File: src/rtl/logic_func_engine.sv
// Clocked evaluator of pair-OR-AND, low-pair AND and parity over a WIDTH-bit operand,
// with a registered valid/ready output and a self-driven exhaustive sweep that tallies results.
module logic_func_engine #(
  parameter int WIDTH = 4,
  parameter int CNT_W = WIDTH + 1
) (
  input  logic             clk,
  input  logic             rst_n,
  input  logic             mode,
  input  logic             start,
  input  logic             clr,
  input  logic             in_valid,
  output logic             in_ready,
  input  logic [WIDTH-1:0] in_data,
  output logic             out_valid,
  input  logic             out_ready,
  output logic [WIDTH-1:0] out_data,
  output logic             out_r1,
  output logic             out_r2,
  output logic             out_r3,
  output logic             busy,
  output logic             sweep_done,
  output logic [CNT_W-1:0] cnt_r1,
  output logic [CNT_W-1:0] cnt_r2,
  output logic [CNT_W-1:0] cnt_r3,
  output logic [1:0]       dbg_state
);

  localparam logic [1:0] IDLE  = 2'd0;
  localparam logic [1:0] SWEEP = 2'd1;
  localparam logic [1:0] DRAIN = 2'd2;

  localparam logic [WIDTH:0]   LAST    = {1'b0, {WIDTH{1'b1}}};
  localparam logic [CNT_W-1:0] CNT_MAX = {CNT_W{1'b1}};

  logic [1:0]       state;
  logic [WIDTH:0]   gen;
  logic             alive;
  logic             load_ok;
  logic             hs;
  logic             start_acc;
  logic             ext_fire;
  logic             sweep_load;
  logic             next_valid;
  logic [WIDTH-1:0] next_data;

  function automatic logic f_r1(input logic [WIDTH-1:0] d);
    logic odd_any;
    logic even_any;
    odd_any  = 1'b0;
    even_any = 1'b0;
    for (int i = 0; i < WIDTH; i++) begin
      if ((i % 2) == 1) odd_any  = odd_any | d[i];
      else              even_any = even_any | d[i];
    end
    return odd_any & even_any;
  endfunction

  function automatic logic [CNT_W-1:0] sat_inc(input logic [CNT_W-1:0] c, input logic inc);
    return (inc && (c != CNT_MAX)) ? c + CNT_W'(1) : c;
  endfunction

  // Valid/ready: a transfer happens on a rising clk edge where valid & ready are both high;
  // the producer holds valid and payload stable until then, ready never depends on a pending transfer.
  always_comb begin
    load_ok    = !out_valid | out_ready;
    hs         = out_valid & out_ready;
    start_acc  = (state == IDLE) & start & mode;
    in_ready   = alive & (state == IDLE) & load_ok;
    ext_fire   = in_valid & in_ready;
    sweep_load = (state == SWEEP) & load_ok;
    next_valid = ext_fire | sweep_load;
    next_data  = sweep_load ? gen[WIDTH-1:0] : in_data;
    busy       = (state != IDLE);
    sweep_done = (state == DRAIN) & hs;
    dbg_state  = state;
  end

  // alive keeps in_ready low through reset and for the edge that ends it.
  always_ff @(posedge clk or negedge rst_n) begin
    if (!rst_n) begin
      alive <= 1'b0;
      state <= IDLE;
      gen   <= '0;
    end else begin
      alive <= 1'b1;
      case (state)
        IDLE: begin
          if (start_acc) begin
            state <= SWEEP;
            gen   <= '0;
          end
        end
        SWEEP: begin
          if (load_ok) begin
            gen <= gen + (WIDTH+1)'(1);
            if (gen == LAST) state <= DRAIN;
          end
        end
        DRAIN: begin
          if (hs) state <= IDLE;
        end
        default: state <= IDLE;
      endcase
    end
  end

  always_ff @(posedge clk or negedge rst_n) begin
    if (!rst_n) begin
      out_valid <= 1'b0;
      out_data  <= '0;
      out_r1    <= 1'b0;
      out_r2    <= 1'b0;
      out_r3    <= 1'b0;
    end else if (load_ok) begin
      out_valid <= next_valid;
      if (next_valid) begin
        out_data <= next_data;
        out_r1   <= f_r1(next_data);
        out_r2   <= next_data[1] & next_data[0];
        out_r3   <= ^next_data;
      end
    end
  end

  // Clear (external or from an accepted start) wins over a same-cycle increment.
  always_ff @(posedge clk or negedge rst_n) begin
    if (!rst_n) begin
      cnt_r1 <= '0;
      cnt_r2 <= '0;
      cnt_r3 <= '0;
    end else if (clr || start_acc) begin
      cnt_r1 <= '0;
      cnt_r2 <= '0;
      cnt_r3 <= '0;
    end else if (hs) begin
      cnt_r1 <= sat_inc(cnt_r1, out_r1);
      cnt_r2 <= sat_inc(cnt_r2, out_r2);
      cnt_r3 <= sat_inc(cnt_r3, out_r3);
    end
  end

endmodule
File: config.mk
export PLATFORM = sky130hd
export DESIGN_NAME = logic_func_engine
export DESIGN_NICKNAME = d
export VERILOG_FILES = /design/src/rtl/logic_func_engine.sv
export SDC_FILE = /design/constraint.sdc
export NUM_CORES = 1
export LEC_CHECK = 0
export CORE_ASPECT_RATIO = 1.75
export CORE_MARGIN = 8
export CORE_UTILIZATION = 52
export CTS_BUF_LIST = sky130_fd_sc_hd__clkbuf_8
export DETAILED_ROUTE_END_ITERATION = 6
export PLACE_DENSITY_LB_ADDON = 0.25
export SYNTH_ARGS = -nofsm -noshare
export SYNTH_HDL_FRONTEND = slang
export SYNTH_SLANG_ARGS = --single-unit
File: constraint.sdc
create_clock -name clk -period 2.5 [get_ports clk]
set_clock_uncertainty 0.15 [all_clocks]
set_input_delay 0.25 -clock clk [delete_from_list [all_inputs] [get_ports clk]]
set_output_delay 0.25 -clock clk [all_outputs]
set_load 0.02 [all_outputs]
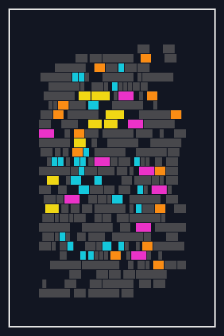
Fig. 1. Logic cells by family (run 1).
[magenta] adder and majority cells | cells: 9
[cyan] inverting AOI/OAI gates | cells: 24
[orange] XOR/XNOR gates | cells: 13
[yellow] multiplexers | cells: 8

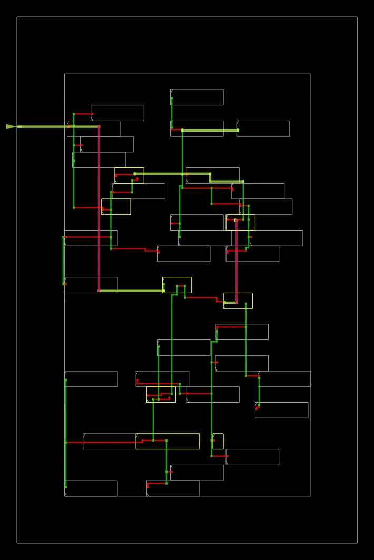
Fig. 2. Clock wiring as the flow saved it (run 1).
CTS Buf Count: 5
clock buf count: 6
flip-flops: 31
clk latency late pin: 0.28 ns

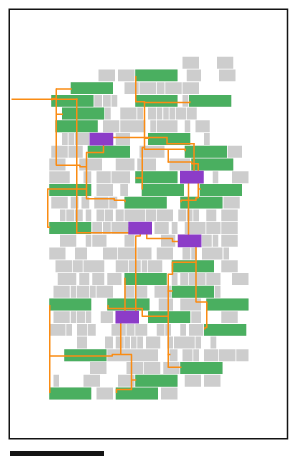
Fig. 3. Clock distribution (run 1).
The bar under the picture is 20 µm long.
[purple] cells driving clock nets | count: 5
[green] flip-flops | count: 31
[orange] clock wires | length: 419 µm
routed clock nets: 6

==> changes_impl.md, run 1 <==
### Physical design

* Data arrival, critical path at 1.93 ns
* Largest delay contributor family on the critical path: buffers and inverters
* Syn avg cell area at roughly 10 µm²
* CP cell instances: or2_2 -> nor3b_1 -> clkdlybuf4s50_1
* Outcome: completed
* ANT cells at 0
* Max-Cap Viols at 0
* Gate Area at around 840 µm²
* Pwr Total at between 2000 and 2500 µW
* Nets at about 230
* Synthesized Nets at approximately 190
* Largest class: combinational gates
* MUX area fraction at around 5.5%
* Cells in synth_stat.txt at about 170
* GRT met1 Usage at between 15 and 20%
* Mapped Cells at 168
* Maximum VDD drop at roughly 0.64 mV
* Worst path max stage delay at around 0.64 ns
* Vias/cell at ~5.5
* Die Area at 0.005412 mm²
* Initial DRC count at ~68
* Nonclk buf count at approximately 44
* CP max stage cell: clkdlybuf4s50_1
* Drt total wl at between 4000 and 5000 µm
* CP Buf/Inv Count at 1
* RR Endpoint: cnt_r3[3]$_DFFE_PN0P_
* # DRC at 0
* Setup WS post-layout at 0.1669 ns
* Global-route track usage on met2 at between 20% and 30%
* Number of fill cells in the layout at ~240
* Sequential-to-total area share from yosys stat at 45.79%
* Clk root buf: clkbuf_8
* Tap cells at approximately 43
* Chip Area, Yosys at roughly 0.0017 mm²
* Sw Ratio at a little over a third
* CP Class: reg -> out
* Post-Synth Adder-Cell Area at 6.647%
* Max Buffers Root-to-Sink at 2
* Yosys xor share at between 6 and 7%
* First-pass GRT wire length at 6720 µm
* Worst Setup End Kind: output port
* Seq group at slightly below 800 µW
* Wire per inst at approximately 16 µm
* DP Wirelength at ~3000 µm
* Layout cells sized above 1 at about an eighth
* Post-Route Setup TNS at 0 ns
* LEAKAGE at roughly 0.0010 µW
--- run 2 (diff from run 1) ---
--- a/config.mk
+++ b/config.mk
@@ -14,3 +14,4 @@
 export SYNTH_ARGS = -nofsm -noshare
 export SYNTH_HDL_FRONTEND = slang
 export SYNTH_SLANG_ARGS = --single-unit
+export TNS_END_PERCENT = 1
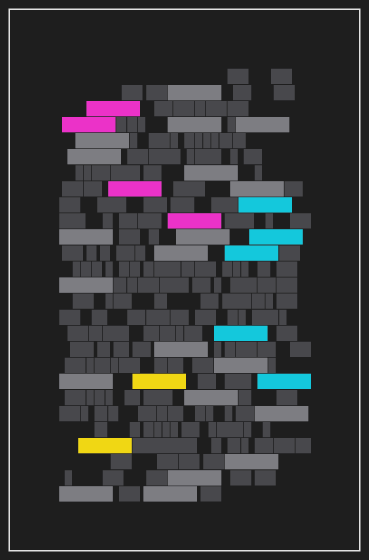
Fig. 4. Sequential cells colored by netlist name (run 2).
[yellow] dbg_state | placed flops: 2
[magenta] out_data | placed flops: 4
[cyan] cnt_r2 | placed flops: 5 | where: right middle
not colored: 20

==> run 2 against run 1 <==
  * Combinational power barely moved
  * Global-route usage did not move
  * Wire length did not move
  * First-iteration DRC count did not move
  * Area after synthesis did not move
  * Sequential power barely moved
  * Critical path depth did not move
  * Utilization did not move
  * Critical endpoint unchanged
==> changes_impl.md, run 2 <==
### Physical design

* DP Wirelength at 3074 µm (unchanged)
* Number of fill cells in the layout at 236 (unchanged)
* GRT met1 Usage at 16.24% (unchanged)
* CP Class: reg -> out
* Max-Cap Viols at 0 (unchanged)
* Cell Area, Placed at 0.002106 mm²
* Largest delay contributor family on the critical path: buffers and inverters
* CP max stage cell: clkdlybuf4s50_1
* RR Endpoint: cnt_r3[3]$_DFFE_PN0P_
* Sw Ratio at 36.16% (unchanged)
* Die Area at 0.005412 mm² (unchanged)
* Flops after synth at 31
* Post-Route Setup TNS at 0 ns (unchanged)
* Chip Area, Yosys at 0.001694 mm² (unchanged)
* MUX area fraction at 5.539% (unchanged)
* First-pass GRT wire length at 6720 µm (unchanged)
* Input/output buffers at 38
* # DRC at 0 (unchanged)
* Maximum VDD drop at 0.6428 mV (unchanged)
* Synthesized Nets at 188 (unchanged)
* Setup WS post-layout at 0.1669 ns (unchanged)
* Worst Setup End Kind: output port
* CTS Buf Count at 5 (unchanged)
* CP Buf/Inv Count at 1 (unchanged)
* Min-Delay Path Class: in -> async
* Pwr Total at 2168 µW (unchanged)
* Flip-flops at 31 (unchanged)
* Clk root buf: clkbuf_8
* Initial DRC count at 68 (unchanged)
* Mapped Cells at 168 (unchanged)
* Gate Area at 843.3 µm² (unchanged)
* Yosys xor share at 6.721% (unchanged)
* Seq group at 769 µW (about the same)
* Max Buffers Root-to-Sink at 2 (unchanged)
* Outcome: completed
* Worst path max stage delay at 0.64 ns (about the same)
* Nonclk buf count at 44 (unchanged)
* Syn avg cell area at 10.08 µm² (unchanged)
* Vias/cell at 5.514 (unchanged)
* Drt total wl at 4014 µm (unchanged)
* Vias at between 1000 and 1500
* Clock buf count at 6 (unchanged)
* Largest class: combinational gates
* Clk latency late pin at 0.28 ns (about the same)
* LEAKAGE at 0.0009960 µW (unchanged)
* Cells in synth_stat.txt at 168 (unchanged)
* Wire per inst at 15.87 µm (unchanged)
* CP cell instances: or2_2 -> nor3b_1 -> clkdlybuf4s50_1
* Sequential-to-total area share from yosys stat at 45.79% (unchanged)
* Tap cells at 43 (unchanged)
* Synth unique cells at 37
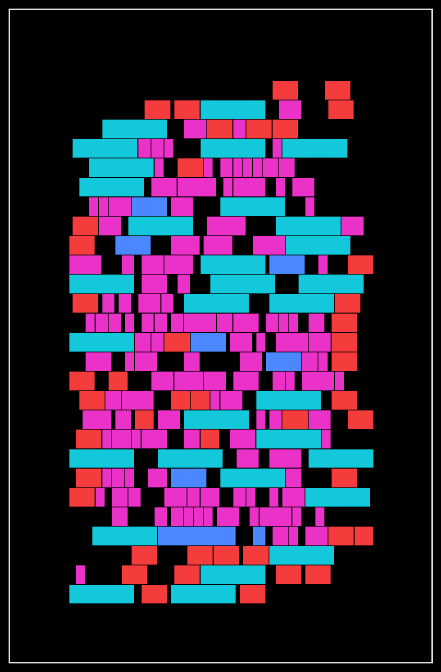
Fig. 5. Cell classes on the final placement (run 2).
[magenta] all other logic | cells: 127 | share of their area: 39%
[cyan] flops | cells: 31 | share of their area: 36%
[red] other buffers and delay cells | cells: 44 | share of their area: 20%
[blue] clock drivers and dummy loads | cells: 8 | share of their area: 5.4%

Power figures rest on the tool's default switching activity, not on a simulated workload.
